### config.mk
export PLATFORM = sky130hd
export DESIGN_NAME = puf_challenge_sequencer
export DESIGN_NICKNAME = d
export VERILOG_FILES = /design/src/rtl/puf_challenge_sequencer.sv
export SDC_FILE = /design/constraint.sdc
export NUM_CORES = 1
export LEC_CHECK = 0
export CAP_MARGIN = 10
export CORE_UTILIZATION = 25
export CTS_BUF_LIST = sky130_fd_sc_hd__clkbuf_4 sky130_fd_sc_hd__clkbuf_8
export DETAILED_ROUTE_END_ITERATION = 10
export SKIP_CTS_REPAIR_TIMING = 1
export SLEW_MARGIN = 0
export SYNTH_ARGS = -nofsm -noshare
export SYNTH_HDL_FRONTEND = slang
export SYNTH_SLANG_ARGS = --single-unit
### constraint.sdc
create_clock -name clk -period 4.8 [get_ports clk]
set_clock_uncertainty 0.05 [all_clocks]
set_input_delay 0.72 -clock clk [delete_from_list [all_inputs] [get_ports clk]]
set_output_delay 0.72 -clock clk [all_outputs]
set_load 0.02 [all_outputs]
### src/rtl/puf_challenge_sequencer.sv
// Ring-oscillator PUF initiator: LFSR challenge pairs, RO window gating, count compare, response handshake.
// Optional PUF_TIE_COUNT_EN adds tie_cnt. rst_n is asynchronous and active-high despite its name.
module puf_challenge_sequencer #(
  parameter int NBITS      = 8,
  parameter int CW         = 32,
  parameter int WINDOW     = 16,
  parameter int CLR_CYC    = 2,
  parameter int SETTLE_CYC = 2
) (
  input  logic             clk,
  input  logic             rst_n,
  input  logic             start,
  input  logic [7:0]       seed,
  output logic [4:0]       sel_a,
  output logic [4:0]       sel_b,
  output logic             ro_ena,
  output logic             cnt_clr,
  input  logic [CW-1:0]    cnt_a,
  input  logic [CW-1:0]    cnt_b,
  output logic             busy,
  output logic [NBITS-1:0] resp_data,
  output logic             resp_valid,
  input  logic             resp_ready
`ifdef PUF_TIE_COUNT_EN
  ,
  output logic [7:0]       tie_cnt
`endif
);

  localparam int M1 = (WINDOW > CLR_CYC) ? WINDOW : CLR_CYC;
  localparam int M2 = (M1 > SETTLE_CYC) ? M1 : SETTLE_CYC;
  localparam int TW = $clog2(M2 + 1);
  localparam int IW = (NBITS > 1) ? $clog2(NBITS) : 1;

  typedef enum logic [2:0] {
    S_IDLE, S_CLEAR, S_RUN, S_SETTLE, S_COMPARE, S_NEXT, S_DONE
  } state_t;

  state_t        state;
  logic [9:0]    lfsr;
  logic [9:0]    lfsr_next;
  logic [TW-1:0] timer;
  logic [IW-1:0] bit_idx;

  // Returns {sel_b, sel_a}; bank B is nudged off bank A so a pair never compares an RO with itself.
  function automatic logic [9:0] sel_pair(input logic [9:0] l);
    logic [4:0] a;
    logic [4:0] b;
    a = l[4:0];
    b = l[9:5];
    if (b == a) b = b ^ 5'd1;
    return {b, a};
  endfunction

  always_comb begin
    lfsr_next = {lfsr[8:0], lfsr[9] ^ lfsr[6]};
  end

  always_ff @(posedge clk or posedge rst_n) begin
    if (rst_n) begin
      state      <= S_IDLE;
      lfsr       <= 10'h001;
      timer      <= '0;
      bit_idx    <= '0;
      sel_a      <= '0;
      sel_b      <= '0;
      ro_ena     <= 1'b0;
      cnt_clr    <= 1'b0;
      busy       <= 1'b0;
      resp_data  <= '0;
      resp_valid <= 1'b0;
`ifdef PUF_TIE_COUNT_EN
      tie_cnt    <= '0;
`endif
    end else begin
      case (state)
        S_IDLE: begin
          if (start) begin
            lfsr           <= {seed, 2'b01};
            {sel_b, sel_a} <= sel_pair({seed, 2'b01});
            bit_idx        <= '0;
            resp_data      <= '0;
            timer          <= '0;
            cnt_clr        <= 1'b1;
            busy           <= 1'b1;
`ifdef PUF_TIE_COUNT_EN
            tie_cnt        <= '0;
`endif
            state          <= S_CLEAR;
          end
        end
        S_CLEAR: begin
          if (timer == TW'(CLR_CYC - 1)) begin
            timer   <= '0;
            cnt_clr <= 1'b0;
            ro_ena  <= 1'b1;
            state   <= S_RUN;
          end else begin
            timer <= timer + TW'(1);
          end
        end
        S_RUN: begin
          if (timer == TW'(WINDOW - 1)) begin
            timer  <= '0;
            ro_ena <= 1'b0;
            state  <= S_SETTLE;
          end else begin
            timer <= timer + TW'(1);
          end
        end
        S_SETTLE: begin
          if (timer == TW'(SETTLE_CYC - 1)) begin
            timer <= '0;
            state <= S_COMPARE;
          end else begin
            timer <= timer + TW'(1);
          end
        end
        S_COMPARE: begin
          resp_data[bit_idx] <= (cnt_a > cnt_b);
`ifdef PUF_TIE_COUNT_EN
          if ((cnt_a == cnt_b) && (tie_cnt != 8'hFF)) tie_cnt <= tie_cnt + 8'd1;
`endif
          state <= S_NEXT;
        end
        S_NEXT: begin
          if (bit_idx == IW'(NBITS - 1)) begin
            resp_valid <= 1'b1;
            state      <= S_DONE;
          end else begin
            bit_idx        <= bit_idx + IW'(1);
            lfsr           <= lfsr_next;
            {sel_b, sel_a} <= sel_pair(lfsr_next);
            cnt_clr        <= 1'b1;
            state          <= S_CLEAR;
          end
        end
        S_DONE: begin
          if (resp_ready) begin
            resp_valid <= 1'b0;
            busy       <= 1'b0;
            state      <= S_IDLE;
          end
        end
        default: state <= S_IDLE;
      endcase
    end
  end

endmodule
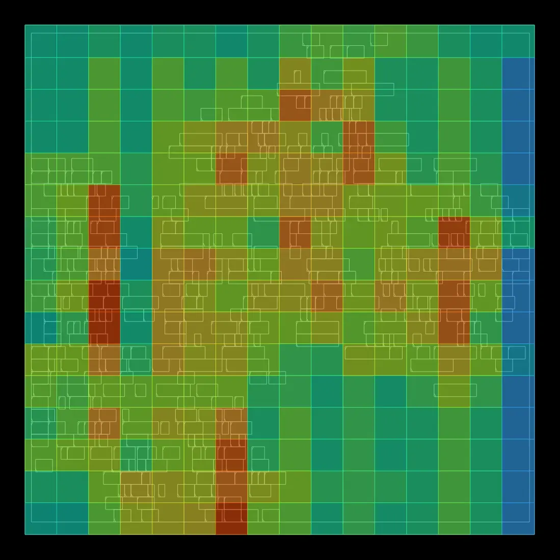
*Routing congestion*
Util after Layout: 35.7%
met3 Usage GRT: 3.51%
wire per inst: 12.4 um
met2 Usage GRT: 20.5%

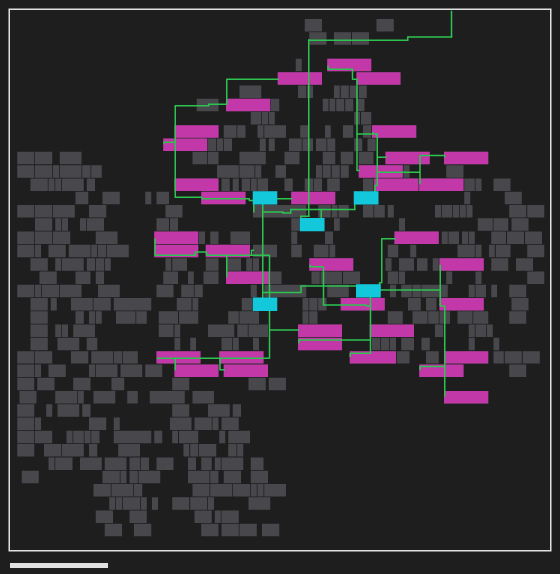
*Clock distribution*
Bar = 20 um.
legend:
  clock wires:
    colour: green
    length: 495 um
  cells driving clock nets:
    colour: cyan
    count: 5
  flip-flops:
    colour: magenta
    count: 35
routed clock nets: 6

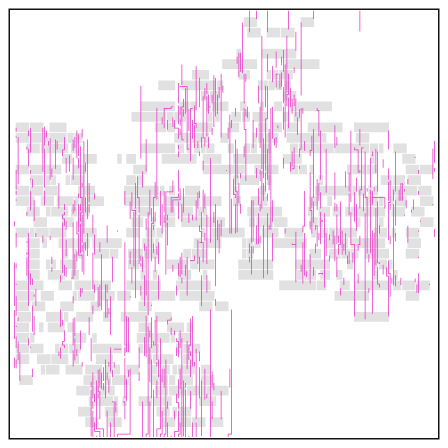
*Signal wires on met2*
longest straight run: 34.3 um
nets with wire on the layer: 445

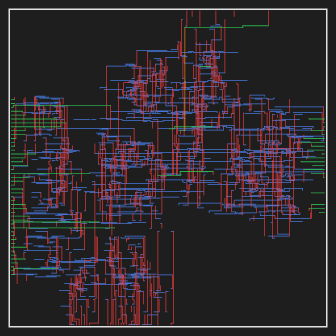
*Metal layers overlaid*
legend:
  met3:
    colour: green
    wire_length: 468 um
  met4:
    colour: orange
    wire_length: 36.0 um
  met2:
    colour: red
    wire_length: 3440 um
  met1:
    colour: blue
    wire_length: 3220 um

==> GITHUB_STEP_SUMMARY <==
### Yosys + OpenROAD results

| Metric | Value |
|---|---|
| Die W | 111 um |
| Setup crit start kind | input pin |
| P_seq | 0.536 mW |
| Cycle use final | 55.8% |
| Chip area | 12200 um^2 |
| Post-synth EDFFs | 0 |
| Synthesis-stage register bit count | 35 |
| Leading area contributor after synthesis | dfrtp_1 |
| Clock Latency Late Sink | 0.28 ns |
| Critical Path End Type | flop |
| Power in the clock group | 0.274 mW |
| Count of non-CTS buffers in the layout | 99 |
| CP max-delay cell | clkdlybuf4s50_1 |
| Total Nets Final | 546 |
| Synth Seq Share | 29.8% |
| TritonCTS Buffers | 5 |
| Clock sink total | 35 |
| Min cycle time layout | 2.68 ns |
| Logic power comb | 0.713 mW |
| Most frequent logic cell in the layout | clkdlybuf4s50_1 |
| Met1 WL | 3.22 mm |
| CTS tree | built |
| Logic pwr share | 46.8% |
| Max FFs per register | 8 |
| Global-route wire length before repair | 12.4 mm |
| Net Count, Synth | 460 |
| Drt initial violations | 101 |
| RSZ-0062 raised after global routing | no |
| Post-DR vias/cell | 4.64 |
| Root buffer cell | clkbuf_8 |
| Reg with most FFs | resp_data |
| GR peak layer | met2 |
| Yosys chip area | 2950 um^2 |
| Drt drc | 0 |
| Routed met3 length | 467 um |
| Pre-Place Util | 25.7% |
| Top Layout Cells | clkdlybuf4s50_1, inv_1, nand2_1, ha_1, dfrtp_1 |
| Tool Warnings | 28 |
| Main area contributors | dfrtp_1, ha_1, inv_1 |
| Boundary Pins | 98 |
| Slew HR | 37.6% |
| Max-Cap Viols | 0 |
| Clock slew at reported path FFs | 0.08 ns |
| Achievable Freq | 374 MHz |
| Largest net degree at the start of global routing | 36 |
| Worst path arrival time | 2.76 ns |
| Largest fanout on the critical path | 8 |
| Fillcell total | 1143 |
| Antenna cells | 0 |
| TNS Setup | 0 ns |
| Total Routed Length | 7.16 mm |
| Leading cell kind | logic gates |
| Clkbuf count | 6 |
| CP Cell Sequence | clkdlybuf4s50_1 > inv_1 > ha_1 > nand4_1 > nor4_4 > and3_1 > mux2_2 > a41oi_1 |
| Hold Vio Cnt, Final | 0 |
| Final setup viols | 0 |
| Multi-input gates | 250 |
| CP Class | in -> reg |
| Switching share of total power | 40.8% |
| Sequential cells | 35 |
| Vias in the first global route | 2751 |
| Routed wl met2 | 3.44 mm |
| Post-DP HPWL | 5.80 mm |
| Outcome | complete, no violations |
| Clock-cell share of area | 2.87% |
| P_leak | 1.78 nW |
| Area grow syn2layout | 39.1% |
| Met1 Track Usage GR | 15.1% |
| P per Cell Area | 372 nW/um^2 |
| Tot GR Track Use | 12.1% |
| Worst-margin pin slew | 0.936 ns |
| Distinct lib cells | 54 |
| Row count | 39 |
| Top area contributor share | 28.9% |
| Critical path buffers and inverters | 2 |
| Worst hold margin | 0.464 ns |
| Setup ws final | 2.12 ns |
| Top Registers | resp_data (8), timer (5) |
| Max clock buf depth | 2 |
| Worst Hold Class | reg -> reg |
| Top cells by count, synth | inv_1, nand2_1, ha_1, dfrtp_1, nor2_1 |
| Comb area share | 43.6% |
| Sequential cell area share | 21.4% |
| CP Data Required Time | 4.88 ns |
| Count of input and output buffers | 97 |
| CP max stage delay | 0.45 ns |
| Most common flop cell mapped by yosys | dfrtp_1 |
| Reg2reg setup slack | 2.36 ns |
| Top power group | combinational logic |
| Mean area per synthesized cell | 8.52 um^2 |
| Count of warnings emitted by yosys | 0 |
| Place WS | 1.81 ns |
| Via count | 2675 |
| Switching pwr | 0.621 mW |
| VDD IR max | 219 uV |
| Core area | 11500 um^2 |
| Grt ovf | 0 |
| Clk pwr share | 18.0% |
| Highest routed layer | met4 |
| First-pass DRT Iterations | 4 |
| Register share of total power | 35.2% |
| Count leader, synth | inv_1 |
| GPL Wtd Cong | 0.799 |
| Logic inverters | 41 |
| Final Slew Violations | 0 |
| Internal power | 0.902 mW |
| H-tree levels | 2 |
| Combinational gate area | 1790 um^2 |
| Total power | 1.52 mW |
| TAP cells | 143 |
| Share of cells above drive strength 1 | 6.93% |
| Syn Std Cell Area | 2950 um^2 |
| Die Ht | 111 um |
| Post-detailed-route count of antenna-violating nets | 0 |
| Initial antenna violation count | 0 |
| Kind of cell adding the most delay to the critical path | simple AND/OR/NAND/NOR gates |
| Post-synth ARST share | 100% |
| Register Area | 877 um^2 |
| Layout non-clock buf frac | 24.1% |
| Cells after synthesis | 346 |
| # Cells Yosys | 346 |
cells by family after synthesis:
logic type | share of synthesized area (%)
AOI/OAI and AO/OA | 18.5
xor gates and xnor gates | 2.38
adders and majority gates | 16.1
buffers and inverters | 9.77
DFF | 29.8
muxes | 2.04
and+or+nand+nor | 21.4
final timing paths:
check,from,endpoint,depth (start not counted)
worst max-delay path,cnt_b[27],resp_data[3],8
worst min-delay path,sel_a[0],sel_a[0],1
worst max register to register,bit_idx[0],lfsr[5],7
worst min register to register,sel_a[0],sel_a[0],1
max in group asynchronous,rst_n,lfsr[0],3
min in group asynchronous,rst_n,sel_b[0],3
per-stage QoR:
step,cell area (um^2),instances
3_3_place_gp,3980,568
6_report,4100,576
2_1_floorplan,2950,346
3_5_place_dp,3980,568
5_1_grt,4100,576
4_1_cts,4100,576
Power and IR drop assume default switching activity.
